### config.mk
export PLATFORM = sky130hd
export DESIGN_NAME = multicycle_cpu_flat
export DESIGN_NICKNAME = d
export VERILOG_FILES = /design/src/rtl/multicycle_cpu_pkg.sv /design/src/rtl/multicycle_cpu_if.sv /design/src/rtl/mc_regfile.sv /design/src/rtl/multicycle_cpu.sv /design/src/flat_wrapper.sv
export SDC_FILE = /design/constraint.sdc
export NUM_CORES = 1
export LEC_CHECK = 0
export CAP_MARGIN = 10
export CORE_MARGIN = 2
export CORE_UTILIZATION = 46
export CTS_BUF_LIST = sky130_fd_sc_hd__clkbuf_8
export CTS_CLUSTER_DIAMETER = 120
export DETAILED_ROUTE_END_ITERATION = 6
export PLACE_DENSITY_LB_ADDON = 0.1
export SETUP_SLACK_MARGIN = 0.4
export SLEW_MARGIN = 20
export SYNTH_ARGS = -nofsm -noshare
export SYNTH_HDL_FRONTEND = slang
export SYNTH_SLANG_ARGS = --single-unit
### constraint.sdc
create_clock -name CLK -period 3.07 [get_ports CLK]
set_clock_uncertainty 0.05 [all_clocks]
set_input_delay 0.614 -clock CLK [delete_from_list [all_inputs] [get_ports CLK]]
set_output_delay 0.614 -clock CLK [all_outputs]
set_load 0.01 [all_outputs]
### src/rtl/multicycle_cpu_pkg.sv
`default_nettype none
// ============================================================================
//  Module      : multicycle_cpu_pkg
//  Description : Opcode map, FSM state encoding and shared helpers for the
//                multi-cycle 16-bit-ISA core.
//  Revision    : 1.0 - initial release
// ============================================================================
package multicycle_cpu_pkg;

    typedef logic [2:0] state_t;
    typedef logic [3:0] opcode_t;

    localparam int      C_NUM_REGS = 16;
    localparam logic [3:0] C_LINK_REG = 4'd15;

    localparam logic [2:0] C_FETCH  = 3'd0;
    localparam logic [2:0] C_DECODE = 3'd1;
    localparam logic [2:0] C_EXEC   = 3'd2;
    localparam logic [2:0] C_MEM    = 3'd3;
    localparam logic [2:0] C_WB     = 3'd4;
    localparam logic [2:0] C_HALT   = 3'd5;

    localparam logic [3:0] C_OP_ADD  = 4'h0;
    localparam logic [3:0] C_OP_SUB  = 4'h1;
    localparam logic [3:0] C_OP_AND  = 4'h2;
    localparam logic [3:0] C_OP_OR   = 4'h3;
    localparam logic [3:0] C_OP_SLT  = 4'h4;
    localparam logic [3:0] C_OP_ADDI = 4'h5;
    localparam logic [3:0] C_OP_LW   = 4'h6;
    localparam logic [3:0] C_OP_SW   = 4'h7;
    localparam logic [3:0] C_OP_BEQ  = 4'h8;
    localparam logic [3:0] C_OP_JAL  = 4'h9;
    localparam logic [3:0] C_OP_JR   = 4'hA;
    localparam logic [3:0] C_OP_HALT = 4'hF;

    // Register-register ALU ops write rd; every other writer targets rt.
    function automatic logic is_alu_rr(input opcode_t op);
        return (op <= C_OP_SLT);
    endfunction

endpackage
`default_nettype wire

### src/rtl/multicycle_cpu_if.sv
`default_nettype none
// ============================================================================
//  Module      : multicycle_cpu_if
//  Description : Shared instruction/data memory port with req/ack handshake.
//  Revision    : 1.0 - initial release
// ============================================================================
interface multicycle_cpu_if #(
    parameter int DATA_W = 16,
    parameter int ADDR_W = 16
);
    logic              req;
    logic              we;
    logic [ADDR_W-1:0] addr;
    logic [DATA_W-1:0] wdata;
    logic [DATA_W-1:0] rdata;
    logic              ack;

    modport master (
        output req, we, addr, wdata,
        input  rdata, ack
    );

    modport slave (
        input  req, we, addr, wdata,
        output rdata, ack
    );
endinterface
`default_nettype wire

### src/rtl/mc_regfile.sv
`default_nettype none
// ============================================================================
//  Module      : mc_regfile
//  Description : 16 x DATA_W register file, two async reads, one sync write,
//                R0 hardwired to zero.
//  Revision    : 1.0 - initial release
// ============================================================================
module mc_regfile
    import multicycle_cpu_pkg::*;
#(
    parameter int DATA_W = 16
)(
    input  wire logic              clk,
    input  wire logic              rst_n,
    input  wire logic [3:0]        ra1,
    input  wire logic [3:0]        ra2,
    output logic      [DATA_W-1:0] rd1,
    output logic      [DATA_W-1:0] rd2,
    input  wire logic              we,
    input  wire logic [3:0]        wa,
    input  wire logic [DATA_W-1:0] wd
);

    logic [DATA_W-1:0] r_regs [C_NUM_REGS];

    always_ff @(posedge clk or negedge rst_n) begin
        if (!rst_n) begin
            for (int i = 0; i < C_NUM_REGS; i++) begin
                r_regs[i] <= '0;
            end
        end else if (we && (wa != 4'd0)) begin
            r_regs[wa] <= wd;
        end
    end

    assign rd1 = (ra1 == 4'd0) ? '0 : r_regs[ra1];
    assign rd2 = (ra2 == 4'd0) ? '0 : r_regs[ra2];

endmodule
`default_nettype wire

### src/rtl/multicycle_cpu.sv
`default_nettype none
// ============================================================================
//  Module      : multicycle_cpu
//  Description : Multi-cycle 16-bit-ISA core, FETCH/DECODE/EXEC/MEM/WB/HALT,
//                single shared memory port. Define MULTICYCLE_CPU_PERF_CNT_EN
//                to build the cycle/retired performance counters.
//  Revision    : 1.0 - initial release
// ============================================================================
module multicycle_cpu
    import multicycle_cpu_pkg::*;
#(
    parameter int                DATA_W   = 16,
    parameter int                ADDR_W   = 16,
    parameter logic [ADDR_W-1:0] RESET_PC = '0
)(
    input  wire logic        CLK,
    input  wire logic        RESET,
    multicycle_cpu_if.master mem,
    output logic              halted,
    output logic [ADDR_W-1:0] pc_out,
    output logic [15:0]       instr_out,
    output logic [31:0]       cycle_cnt,
    output logic [31:0]       retired_cnt
);

    state_t            r_state;
    state_t            w_next;
    logic [ADDR_W-1:0] r_pc;
    logic [15:0]       r_ir;
    logic [DATA_W-1:0] r_a;
    logic [DATA_W-1:0] r_b;
    logic [DATA_W-1:0] r_alu;
    logic [DATA_W-1:0] r_mdr;

    opcode_t           w_op;
    logic [3:0]        w_rs;
    logic [3:0]        w_rt;
    logic [3:0]        w_rd;
    logic [DATA_W-1:0] w_ra;
    logic [DATA_W-1:0] w_rb;
    logic [DATA_W-1:0] w_imm;
    logic [ADDR_W-1:0] w_br_off;
    logic [ADDR_W-1:0] w_jal_off;
    logic [DATA_W-1:0] w_alu;
    logic              w_slt;
    logic              w_rf_we;
    logic [3:0]        w_rf_wa;
    logic [DATA_W-1:0] w_rf_wd;

    assign w_op = r_ir[15:12];
    assign w_rs = r_ir[11:8];
    assign w_rt = r_ir[7:4];
    assign w_rd = r_ir[3:0];

    assign w_imm     = DATA_W'($signed(r_ir[3:0]));
    assign w_br_off  = ADDR_W'($signed({r_ir[3:0], 1'b0}));
    assign w_jal_off = ADDR_W'($signed({r_ir[7:0], 1'b0}));

    mc_regfile #(
        .DATA_W (DATA_W)
    ) u_regfile (
        .clk   (CLK),
        .rst_n (RESET),
        .ra1   (w_rs),
        .ra2   (w_rt),
        .rd1   (w_ra),
        .rd2   (w_rb),
        .we    (w_rf_we),
        .wa    (w_rf_wa),
        .wd    (w_rf_wd)
    );

    always_comb begin
        w_next = r_state;
        case (r_state)
            C_FETCH:  if (mem.ack) w_next = C_DECODE;
            C_DECODE: w_next = C_EXEC;
            C_EXEC: begin
                case (w_op)
                    C_OP_ADD, C_OP_SUB, C_OP_AND, C_OP_OR,
                    C_OP_SLT, C_OP_ADDI:  w_next = C_WB;
                    C_OP_LW, C_OP_SW:     w_next = C_MEM;
                    C_OP_HALT:            w_next = C_HALT;
                    default:              w_next = C_FETCH;
                endcase
            end
            C_MEM:    if (mem.ack) w_next = (w_op == C_OP_LW) ? C_WB : C_FETCH;
            C_WB:     w_next = C_FETCH;
            C_HALT:   w_next = C_HALT;
            default:  w_next = C_FETCH;
        endcase
    end

    assign w_slt = ($signed(r_a) < $signed(r_b));

    always_comb begin
        w_alu = r_a + w_imm;
        case (w_op)
            C_OP_ADD: w_alu = r_a + r_b;
            C_OP_SUB: w_alu = r_a - r_b;
            C_OP_AND: w_alu = r_a & r_b;
            C_OP_OR:  w_alu = r_a | r_b;
            C_OP_SLT: w_alu = DATA_W'(w_slt);
            default:  w_alu = r_a + w_imm;
        endcase
    end

    // JAL links in EXEC so the register is visible to the very next DECODE.
    always_comb begin
        w_rf_we = 1'b0;
        w_rf_wa = w_rt;
        w_rf_wd = r_alu;
        if (r_state == C_WB) begin
            w_rf_we = 1'b1;
            w_rf_wa = is_alu_rr(w_op) ? w_rd : w_rt;
            w_rf_wd = (w_op == C_OP_LW) ? r_mdr : r_alu;
        end else if ((r_state == C_EXEC) && (w_op == C_OP_JAL)) begin
            w_rf_we = 1'b1;
            w_rf_wa = C_LINK_REG;
            w_rf_wd = DATA_W'(r_pc);
        end
    end

    always_ff @(posedge CLK or negedge RESET) begin
        if (!RESET) begin
            r_state <= C_FETCH;
            r_pc    <= RESET_PC;
            r_ir    <= '0;
            r_a     <= '0;
            r_b     <= '0;
            r_alu   <= '0;
            r_mdr   <= '0;
        end else begin
            r_state <= w_next;
            case (r_state)
                C_FETCH: begin
                    if (mem.ack) begin
                        r_ir <= mem.rdata[15:0];
                        r_pc <= r_pc + ADDR_W'(2);
                    end
                end
                C_DECODE: begin
                    r_a <= w_ra;
                    r_b <= w_rb;
                end
                C_EXEC: begin
                    r_alu <= w_alu;
                    case (w_op)
                        C_OP_BEQ: if (r_a == r_b) r_pc <= r_pc + w_br_off;
                        C_OP_JAL: r_pc <= r_pc + w_jal_off;
                        C_OP_JR:  r_pc <= ADDR_W'(r_a);
                        default:  ;
                    endcase
                end
                C_MEM: begin
                    if (mem.ack && (w_op == C_OP_LW)) r_mdr <= mem.rdata;
                end
                default: ;
            endcase
        end
    end

    // Gating with RESET drops the request the instant reset asserts.
    assign mem.req   = RESET && ((r_state == C_FETCH) || (r_state == C_MEM));
    assign mem.we    = (r_state == C_MEM) && (w_op == C_OP_SW);
    assign mem.addr  = (r_state == C_MEM) ? ADDR_W'(r_alu) : r_pc;
    assign mem.wdata = r_b;

    assign halted    = (r_state == C_HALT);
    assign pc_out    = r_pc;
    assign instr_out = r_ir;

`ifdef MULTICYCLE_CPU_PERF_CNT_EN
    logic [31:0] r_cycle_cnt;
    logic [31:0] r_retired_cnt;

    always_ff @(posedge CLK or negedge RESET) begin
        if (!RESET) begin
            r_cycle_cnt   <= '0;
            r_retired_cnt <= '0;
        end else begin
            if (r_state != C_HALT) r_cycle_cnt <= r_cycle_cnt + 32'd1;
            if (((w_next == C_FETCH) && (r_state != C_FETCH)) ||
                ((w_next == C_HALT)  && (r_state != C_HALT))) begin
                r_retired_cnt <= r_retired_cnt + 32'd1;
            end
        end
    end

    assign cycle_cnt   = r_cycle_cnt;
    assign retired_cnt = r_retired_cnt;
`else
    assign cycle_cnt   = '0;
    assign retired_cnt = '0;
`endif

endmodule
`default_nettype wire

### src/flat_wrapper.sv
// flat-port wrapper written by rule: the top's interface ports become plain ports
module multicycle_cpu_flat import multicycle_cpu_pkg::*;
#(
    parameter int                DATA_W   = 16,
    parameter int                ADDR_W   = 16,
    parameter logic [ADDR_W-1:0] RESET_PC = '0
)
  (CLK, RESET, halted, pc_out, instr_out, cycle_cnt, retired_cnt, mem_req, mem_we, mem_addr, mem_wdata, mem_rdata, mem_ack);
  multicycle_cpu_if #(.DATA_W(DATA_W), .ADDR_W(ADDR_W)) mem_i ();
  input  wire logic CLK;
  input  wire logic RESET;
  output logic halted;
  output logic [ADDR_W-1:0] pc_out;
  output logic [15:0] instr_out;
  output logic [31:0] cycle_cnt;
  output logic [31:0] retired_cnt;
  output wire logic [$bits(mem_i.req)-1:0] mem_req;
  output wire logic [$bits(mem_i.we)-1:0] mem_we;
  output wire logic [$bits(mem_i.addr)-1:0] mem_addr;
  output wire logic [$bits(mem_i.wdata)-1:0] mem_wdata;
  input wire logic [$bits(mem_i.rdata)-1:0] mem_rdata;
  input wire logic [$bits(mem_i.ack)-1:0] mem_ack;
  assign mem_req = mem_i.req;
  assign mem_we = mem_i.we;
  assign mem_addr = mem_i.addr;
  assign mem_wdata = mem_i.wdata;
  assign mem_i.rdata = mem_rdata;
  assign mem_i.ack = mem_ack;
  multicycle_cpu #(.DATA_W(DATA_W), .ADDR_W(ADDR_W), .RESET_PC(RESET_PC)) u_core (.CLK(CLK), .RESET(RESET), .mem(mem_i), .halted(halted), .pc_out(pc_out), .instr_out(instr_out), .cycle_cnt(cycle_cnt), .retired_cnt(retired_cnt));
endmodule
Figure 1. Metal 2 (run 1).
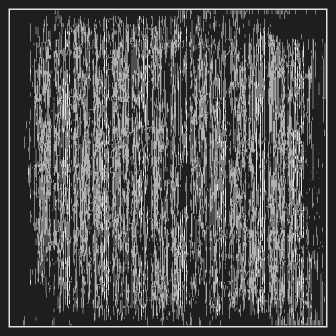
- nets with wire on the layer: 2097
- wire length on this layer: 38.7 mm
- longest straight run: 100 um
- main direction: vertical
final wirelength: 81.69 mm
via count: 18350
met2 capacity usage during global routing: 0.4950

Figure 2. Track usage over the die (run 1).
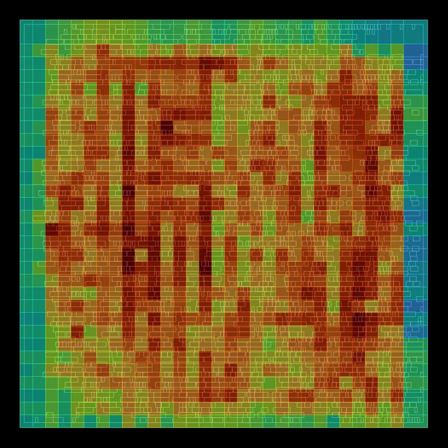
peak-usage layer in the global routing report: met2
global routing usage on met3: 0.05190
average wire per standard cell: 27.25 um
core utilization of the finished layout: 0.6297

==> results_slide.txt, run 1 <==
Implementation Results

Run status
  – Result of the run: completed

Clock tree
  – Clock Tree Root: sky130_fd_sc_hd__clkbuf_8
  – Latest clock arrival within the worst-skew pair: just under 700 ps
  – CTS tree: done
  – H-tree level count: 3

Timing
  – Post-layout min period: 2988 ps
  – Setup TNS Final: 0 ps
  – Final worst-path setup slack: 82.10 ps
  – Worst-Margin Slew: between 800 and 900 ps
  – Final hold violation count: 0
  – Max Clk Rate: 334.7 MHz

Run
  – Tally of max-capacitance violations: 0
  – Count of warning messages emitted by the tools: approximately 70

Global route
  – Number of antenna violations at the first check in global routing: 0
  – Vias in the first global route: ~17000

Placement
  – Tally of buffers added on design ports: around 85
  – Half-perimeter wire length after detailed placement: ~47 mm
  – Post-Place Worst Slack: -25.93 ps
  – DP Area: roughly 24000 sq um

Finish
  – Multi-input combinational gate total: 1436
  – Ant. Diodes: 1
  – Top cells excl fill/tap: sky130_fd_sc_hd__dfrtp_1, sky130_fd_sc_hd__buf_4, sky130_fd_sc_hd__mux4_2
  – Share of post-route cells with drive strength above 1: 0.4218
  – Final-layout clock-cell area share: 0.04936
  – Proportion of final cell area spent on non-clock buffers: 0.1500
  – Seq/total area: 0.3059
  – Seq_cells: around 360
  – Most frequently placed logic cell in the final layout: sky130_fd_sc_hd__dfrtp_1
  – Cell kind with the greatest summed area: combinational gates

Floorplanning
  – Total die area: 48370 sq um
  – Die W: approximately 220 um
  – Boundary pin count: ~150
  – Number of tap instances: just over 600

Min path
  – Class of the most critical hold timing path: flop to flop

Synth
  – Register bit count reported by yosys: approximately 360
  – Post-synthesis cell area: between 20000 and 25000 sq um
  – Post-synth top cells: sky130_fd_sc_hd__dfrtp_1, sky130_fd_sc_hd__a21oi_1, sky130_fd_sc_hd__nand2_1
  – Proportion of synthesized chip area in sequential cells: 0.4142

Route
  – Number of detailed-routing iterations run before antenna repair: 5
  – Drc violations: 0

Power
  – Power per cell area: 1208 nW/um^2
  – Switching Share: 0.4359
  – Sequential-cell power consumption: between 8 and 9 mW
  – Net switching power figure: approximately 15 mW
  – Share of total power in sequential cells: 0.239
  – Largest Pwr Group: combinational cells
  – Final Power: 35.19 mW
  – Power in the clock group: just under 5 mW

Critical path
  – Largest delay contributor family on the critical path: AND-OR/OR-AND gates
  – Critical-path top delay cell: sky130_fd_sc_hd__dfrtp_2
  – Most used cell along the critical path: sky130_fd_sc_hd__a21o_1
  – R2R Setup Slk: 80 ps
  – Cell chain of the critical path: nor4bb_4, nand2b_4, a21boi_4, inv_4, ha_4, a21o_1, a21o_1, a221o_1, a21oi_2, xor2_1, o221ai_1, a22o_1
  – Crit. End Element: flop
Figure 3. Cell area per tile (run 1).
The bar under the picture is 50 um long. The die is cut into 22 by 22 equal tiles; black is low, pale yellow is high, 0 to 100% covered.
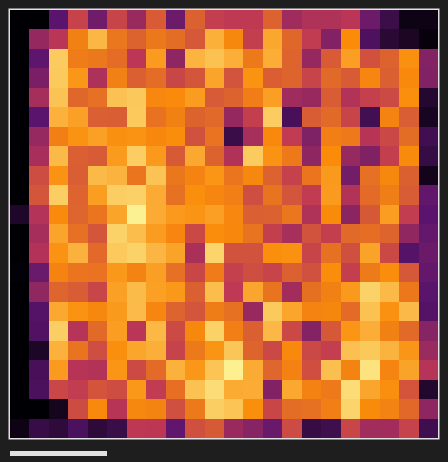
- tiles over 75% full: 28%
- mean over tiles: 59%
- fullest tile: 97%
- nearly empty tiles: 4.8%
floorplan utilization: 0.4636
core region area: 46260 sq um

run 1: metal layers:
metal,part of all wire,track usage
met1,0.39,0.3937
met2,0.47,0.4950
met3,0.073,0.05190
met4,0.063,0.1309
met5,0,0
run 1: logic make-up after synthesis:
logic type	count (synthesis)	synth area share
AOI/OAI and AO/OA	538	0.1480
xor gates and xnor gates	35	0.01429
adders and majority gates	84	0.05005
buffers and inverters	313	0.07059
DFF	355	0.4142
muxes	220	0.1992
other	1	0.0001748
and+or+nand+nor	494	0.1035
run 1: flip-flops by register name (all words and copies together), names as in the netlist:
name                     count
u_core.mem.wdata            16
u_core.r_a                  16
u_core.r_state               3
u_core.instr_out            16
u_core.pc_out               16
u_core.u_regfile.r_regs    256
u_core.r_alu                16
u_core.r_mdr                16
==> run 1 -> run 2 <==
Settings changed: CORE_ASPECT_RATIO set to 0.8, CORE_UTILIZATION 46 to 56.
Figure 4. Metal 2 (run 2).
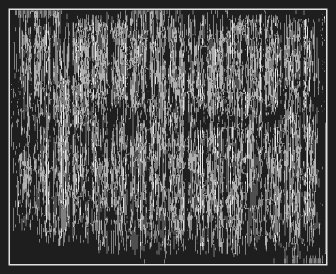
- share of all routed wire: 45%
- nets with wire on the layer: 1996
- main direction: vertical
- wire length on this layer: 32.9 mm
- longest straight run: 92.5 um
final wirelength: 73.48 mm
via count: 17910
met2 capacity usage during global routing: 0.5417

Figure 5. Track usage over the die (run 2).
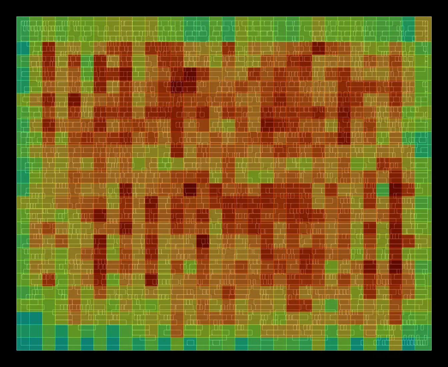
global routing usage on met3: 0.08850
global-route usage over all layers: 0.3639
core utilization of the finished layout: 0.7006
fraction of met1 tracks used by global routing: 0.5217
average wire per standard cell: 26.32 um

==> run 2 against run 1 <==
Against the previous run: sequential power shrank 2%; global-route usage grew 6.3 points; largest cell class unchanged; first-iteration DRC count grew 23%; via count shrank 2.4%; non-clock buffer count shrank 73; sequential share of layout area grew 2.8 points; worst hold slack lost 340 ps; clock power shrank 14%; cell area shrank 8.5%; critical path depth grew 2.
==> results_slide.txt, run 2 <==
Implementation Results

Critical path
  – Reg-to-Reg Start: u_core.instr_out[14]
  – Crit. End Element: flop
  – Largest delay contributor family on the critical path: AND-OR/OR-AND gates
  – Cell chain of the critical path: nor4bb_4, nand2b_4, buf_4, buf_6, buf_12, nand2_4, ha_4, a21oi_2, o21ai_2, a41o_1, a21oi_2, xor2_1, o221ai_1, a22o_1
  – R2R Setup Slk: 90 ps (about the same)
  – Worst reg2reg path depth: 14
  – Most used cell along the critical path: sky130_fd_sc_hd__a21oi_2
  – Maximum single-stage delay on the critical path: roughly 440 ps
  – Critical-path top delay cell: sky130_fd_sc_hd__dfrtp_2

Finish
  – Proportion of final cell area spent on non-clock buffers: 0.1152 (-0.03478)
  – Share of post-route cells with drive strength above 1: 0.3174 (-0.1044)
  – Most flop-heavy register: u_core.u_regfile.r_regs
  – Multi-input combinational gate total: 1436 (unchanged)
  – Fill cell total of the finished layout: about 2800
  – Seq/total area: 0.3344 (+0.02847)
  – Combinational fraction of the cell area: 0.4701
  – Flip-flop count of the largest register, all copies and words added: 256 (unchanged)
  – Number of non-filler instances in the completed layout: between 2000 and 3000
  – Area growth syn-to-layout: 24.24%
  – Number of inverters outside the clock class in the layout: 90
  – Clock buf count: around 73
  – Ant. Diodes: 0 (-1)
  – Final-layout clock-cell area share: 0.04404 (-0.005314)
  – Seq_cells: 355 (unchanged)
  – Most frequently placed logic cell in the final layout: sky130_fd_sc_hd__dfrtp_1
  – Cell kind with the greatest summed area: combinational gates
  – Top cells excl fill/tap: sky130_fd_sc_hd__dfrtp_1, sky130_fd_sc_hd__a21oi_1, sky130_fd_sc_hd__nor2_1

Floorplanning
  – Boundary pin count: 150 (unchanged)
  – Floorplan utilization: 0.5639 (+0.1002)
  – Number of tap instances: 495 (-18%)
  – Total die area: 39890 sq um (-18%)
  – Die W: 222.8 um (+1.3%)
  – Core region area: 38040 sq um (-18%)

Power
  – Sequential-cell power consumption: 8.26 mW (-2%)
  – Worst vdd rail ir drop: 0.0007327 V
  – Final Power: 33.79 mW (-4.0%)
  – Power per cell area: 1268 nW/um^2 (+5.0%)
  – Power in the clock group: 4.24 mW (-14%)
  – Largest Pwr Group: combinational cells
  – Net switching power figure: 15.00 mW (-2.3%)
  – Switching Share: 0.4438 (+0.007856)
  – Leakage power of the design: 11.70 nW
  – Share of total power in sequential cells: 0.244 (+0.005)

Synth
  – Proportion of synthesized chip area in sequential cells: 0.4142 (unchanged)
  – Post-synth top cells: sky130_fd_sc_hd__dfrtp_1, sky130_fd_sc_hd__a21oi_1, sky130_fd_sc_hd__nand2_1
  – Synth top area cells: sky130_fd_sc_hd__dfrtp_1, sky130_fd_sc_hd__mux4_2, sky130_fd_sc_hd__a21oi_1, sky130_fd_sc_hd__ha_1, sky130_fd_sc_hd__nand2_1
  – Number of different library cells in the post-synthesis netlist: a little under 80
  – Largest family of logic cells by area: multiplexers
  – Area fraction in and, or, nand and nor cells: 0.1035 (unchanged)
  – Post-synthesis cell area: 21450 sq um (unchanged)
  – Number of cell instances after yosys synthesis: a little over 2000
  – Mux cell area share: 0.1992 (unchanged)
  – Register bit count reported by yosys: 355 (unchanged)
  – Share of the synthesized netlist area taken by xor and xnor gates: 0.01429 (unchanged)
  – Share of synthesized cell area in and-or and or-and compound cells: 0.1480 (unchanged)
  – Post-synthesis share of cell area spent on full adders, half adders and majority gates: 0.05005 (unchanged)

Placement
  – Half-perimeter wire length after detailed placement: 47.13 mm (+1.0%)
  – Tally of buffers added on design ports: 85 (unchanged)
  – Post-Place Worst Slack: 12.26 ps (+38.19 ps)
  – DP Area: 23590 sq um (-1.4%)

Run
  – Count of warning messages emitted by the tools: 68 (-2.9%)
  – Tally of max-capacitance violations: 0 (unchanged)

Clock tree
  – Clock Tree Root: sky130_fd_sc_hd__clkbuf_8
  – Latest clock arrival within the worst-skew pair: 670 ps (about the same)
  – H-tree level count: 2 (-1)
  – CTS tree: done
  – Clock sink total: 355
  – Longest Clk Path Bufs: 3
  – TritonCTS buffer count: 59

Timing
  – Max Clk Rate: 335.0 MHz (about the same)
  – Setup TNS Final: 0 ps (unchanged)
  – Post-layout min period: 2985 ps (-2.973 ps)
  – Final setup vio count: 0
  – Final hold violation count: 0 (unchanged)
  – Worst-Margin Slew: 973.6 ps (+168.3 ps)
  – Final worst-path setup slack: 85.07 ps (+2.973 ps)

Route
  – Wire length on met1: 30.12 mm (-5.3%)
  – Drc violations: 0 (unchanged)
  – Uppermost signal routing layer after detailed routing: met5
  – Number of detailed-routing iterations run before antenna repair: 6 (+1)
  – Number of design-rule violations left by the first detailed-router iteration: 2015
  – Met3 routed WL: 7.758 mm (+29%)
  – Met2 wirelength from detailed routing: 32.92 mm (-15%)

Global route
  – Vias in the first global route: 17330 (-0.95%)
  – Number of antenna violations at the first check in global routing: 1 (+1)
  – Peak-usage layer in the global routing report: met2
  – First-pass GRT wire length: between 100 and 150 mm

Min path
  – Class of the most critical hold timing path: input pin to asynchronous set/reset pin

Run status
  – Result of the run: completed
-- run 2: worst max-delay path by stage --
| stage | to | slack, ps |
|---|---|---|
| 3_3_place_gp | u_core.r_alu[14] | 80 |
| 4_1_cts | u_core.r_alu[8] | 170 |
| 3_5_place_dp | u_core.r_alu[14] | 10 |
| 5_1_grt | u_core.pc_out[14] | -30 |
| 2_1_floorplan | u_core.pc_out[14] | 90 |
| 6_report | u_core.pc_out[14] | 90 |
-- run 2: timing repair --
item | 4_1_cts | 5_1_grt
endpoints found under the hold margin | 0 | 0
resized | 159 | 147
endpoints found under the setup margin | 83 | 271
buffers inserted | 44 | 30
hold buffers | 0 | 0
pin swaps | 42 | 47
cloned | 6 | 3
Power figures rest on the tool's default switching activity, not on a simulated workload.
